$ cat src/rtl/capture_ctrl.sv
// capture_ctrl: sequences multi-frame capture requests over the frame-capture state machine.
// Optional CAPTURE_WATCHDOG_EN adds start/done timeouts that fault the request.
module capture_ctrl #(
    parameter int FRAME_W   = 4,
    parameter int TIMEOUT_W = 22,
    parameter int START_TO  = 1000,
    parameter int DONE_TO   = 2000000
) (
    input  logic               clk,
    input  logic               reset,
    input  logic               req,
    input  logic [FRAME_W-1:0] num_frames,
    input  logic               clr,
    input  logic               photo_started,
    input  logic               photo_done,
    input  logic               photo_error,
    output logic               photo_start,
    output logic               photo_ack,
    output logic               busy,
    output logic               buf_sel,
    output logic [FRAME_W-1:0] frame_cnt,
    output logic               cap_done,
    output logic               cap_err,
    output logic [1:0]         err_code
);
    typedef enum logic [2:0] {IDLE, START, WAIT_DONE, ACK, FINISH, FAULT} state_t;

    state_t             state, state_nx;
    logic [FRAME_W-1:0] n, n_nx, frame_cnt_nx;
    logic               buf_sel_nx;
    logic [1:0]         err_code_nx;
    logic               start_to, done_to;

`ifdef CAPTURE_WATCHDOG_EN
    logic [TIMEOUT_W-1:0] wd;
    assign start_to = (state == START) && (wd == TIMEOUT_W'(START_TO - 1));
    assign done_to  = (state == WAIT_DONE) && (wd == TIMEOUT_W'(DONE_TO - 1));
    // Restarts on every state entry, so each frame gets a fresh budget.
    always_ff @(posedge clk or negedge reset)
        if (!reset) wd <= '0;
        else        wd <= (state_nx != state || !(state inside {START, WAIT_DONE})) ? '0 : wd + 1'b1;
`else
    logic unused_cfg;
    assign unused_cfg = ^{TIMEOUT_W, START_TO, DONE_TO};
    assign start_to   = 1'b0;
    assign done_to    = 1'b0;
`endif

    always_comb begin
        state_nx     = state;
        n_nx         = n;
        frame_cnt_nx = frame_cnt;
        buf_sel_nx   = buf_sel;
        err_code_nx  = err_code;
        if (photo_error && state inside {START, WAIT_DONE, ACK}) begin
            state_nx    = FAULT;
            err_code_nx = 2'b01;
        end else if (start_to && !photo_started) begin
            state_nx    = FAULT;
            err_code_nx = 2'b10;
        end else if (done_to && !photo_done) begin
            state_nx    = FAULT;
            err_code_nx = 2'b11;
        end else begin
            case (state)
                IDLE: if (req) begin
                    state_nx     = START;
                    n_nx         = (num_frames == '0) ? FRAME_W'(1) : num_frames;
                    frame_cnt_nx = '0;
                    buf_sel_nx   = 1'b0;
                end
                START:     if (photo_started) state_nx = WAIT_DONE;
                WAIT_DONE: if (photo_done) state_nx = ACK;
                ACK: if (!photo_done) begin
                    frame_cnt_nx = frame_cnt + 1'b1;
                    buf_sel_nx   = !buf_sel;
                    state_nx     = (frame_cnt_nx == n) ? FINISH : START;
                end
                FINISH: if (clr) state_nx = IDLE;
                FAULT: if (clr) begin
                    state_nx    = IDLE;
                    err_code_nx = 2'b00;
                end
                default: state_nx = IDLE;
            endcase
        end
    end

    // Outputs are decoded from the next state so they line up with the state register.
    always_ff @(posedge clk or negedge reset)
        if (!reset) begin
            state       <= IDLE;
            n           <= FRAME_W'(1);
            frame_cnt   <= '0;
            buf_sel     <= 1'b0;
            err_code    <= 2'b00;
            photo_start <= 1'b0;
            photo_ack   <= 1'b0;
            busy        <= 1'b0;
            cap_done    <= 1'b0;
            cap_err     <= 1'b0;
        end else begin
            state       <= state_nx;
            n           <= n_nx;
            frame_cnt   <= frame_cnt_nx;
            buf_sel     <= buf_sel_nx;
            err_code    <= err_code_nx;
            photo_start <= state_nx == START;
            photo_ack   <= state_nx == ACK;
            busy        <= state_nx != IDLE;
            cap_done    <= state_nx == FINISH;
            cap_err     <= state_nx == FAULT;
        end
endmodule

$ cat config.mk
export PLATFORM = sky130hd
export DESIGN_NAME = capture_ctrl
export DESIGN_NICKNAME = d
export VERILOG_FILES = /design/src/rtl/capture_ctrl.sv
export SDC_FILE = /design/constraint.sdc
export NUM_CORES = 1
export LEC_CHECK = 0
export CAP_MARGIN = 15
export CORE_MARGIN = 4
export CORE_UTILIZATION = 44
export CTS_CLUSTER_DIAMETER = 50
export CTS_CLUSTER_SIZE = 28
export DETAILED_ROUTE_END_ITERATION = 16
export HOLD_SLACK_MARGIN = 0.12
export PLACE_DENSITY = 0.71
export SETUP_SLACK_MARGIN = 0.2
export SLEW_MARGIN = 20
export SYNTH_ARGS = -nofsm -noshare
export SYNTH_HDL_FRONTEND = slang
export SYNTH_SLANG_ARGS = --single-unit
$ cat constraint.sdc
create_clock -name clk -period 5.39 [get_ports clk]
set_input_delay 1.078 -clock clk [delete_from_list [all_inputs] [get_ports clk]]
set_output_delay 1.078 -clock clk [all_outputs]
set_load 0.01 [all_outputs]
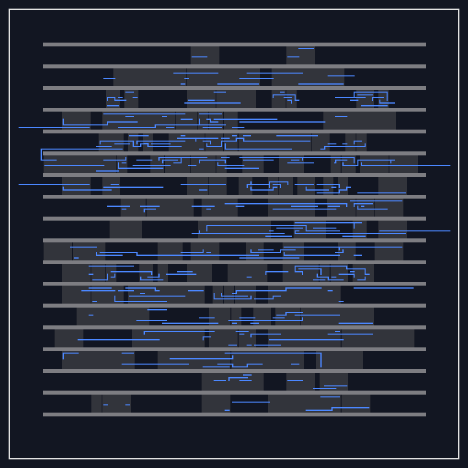
(metal 1)
(8 px per um) Supply wires on this layer in grey.
nets with wire on the layer: 110
share of all routed wire: 46%
longest straight run: 15.2 um
global-route met1 utilization: 18.0%
total number of vias: 725

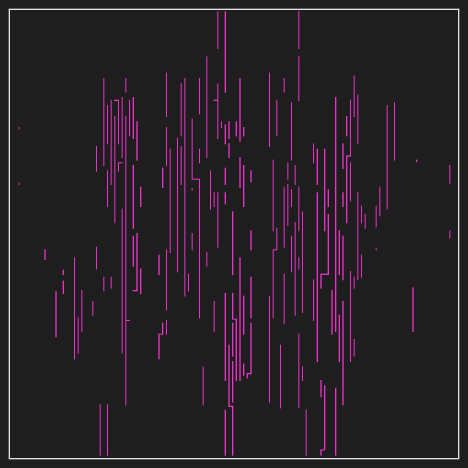
(signal wires on met2)
(8 px per um)
share of all routed wire: 49%
nets with wire on the layer: 111
main direction: vertical
wire length on this layer: 921 um
longest straight run: 36.0 um
DRT Wirelength: 1890 um
fraction of met2 tracks used by global routing: 21.0%

==> notes.md <==
The run finished with clean final reports. The tools report the startpoint kind of the worst setup timing path as a flop. With the I/O pin total at 23, the share of post-route cells with drive strength above 1 is 22.6%.

The tightest slew margin relative to the limit was 47.8%. The timing report gives the clock slew at the launch and capture registers of the worst setup and hold paths as 0.11 ns. The sequential power came out at 0.231 mW.

The maximum clock rate came out at 414 MHz. The run gives 4 for the clock tree buffer count of the final layout. Yosys mapped the design onto 46 distinct sky130hd cell types. Detailed routing placed a total of 921 um of wire on met2. The synthesized netlist devotes 1.23% of its cell area to adder and majority cells. Final routed DRC violation total: 0.

Looking at the max-slew report, the worst-margin pin has a slew of 0.781 ns. Per the placement report, the placed cell count is 139. For the synthesized netlist cell count, the log shows 94. Per STA, the endpoint of the critical path is frame_cnt[0]. Post-placement setup slack: 2.73 ns. Sequential cells burn 41.6% of the power. The count of tool warnings was 26; the number of warnings issued by yosys was 0. As reported, the later end of the worst-skew pair has a clock insertion delay of 0.29 ns. For reference, the final report shows the hold violation count at 0. The average wire per standard cell is 13.2 um, and the number of buffers inserted by post-CTS setup repair is 0.

The worst register-to-register path has a depth of 7. With the half-perimeter wire length after detailed placement at 1500 um, the chip area is 0.00314 mm^2. The clock arrives with 0.00855 ns of skew.

The detailed router put a total of 876 um of wire on met1. In this run the core area contains 17 standard-cell rows. The aoi/oai-family share of the synthesized area is 14.2%, and the slack of the worst reg-to-reg path is 3.53 ns.

The buffer and inverter count on the worst path works out to 1. The critical path in this run is classified as reg -> out. Per the power-grid run, VDD falls by no more than 0.000283 V. The number of cells upsized or downsized after cts came out at 0.
No activity file was given, so power comes from the tool's default toggle rates.
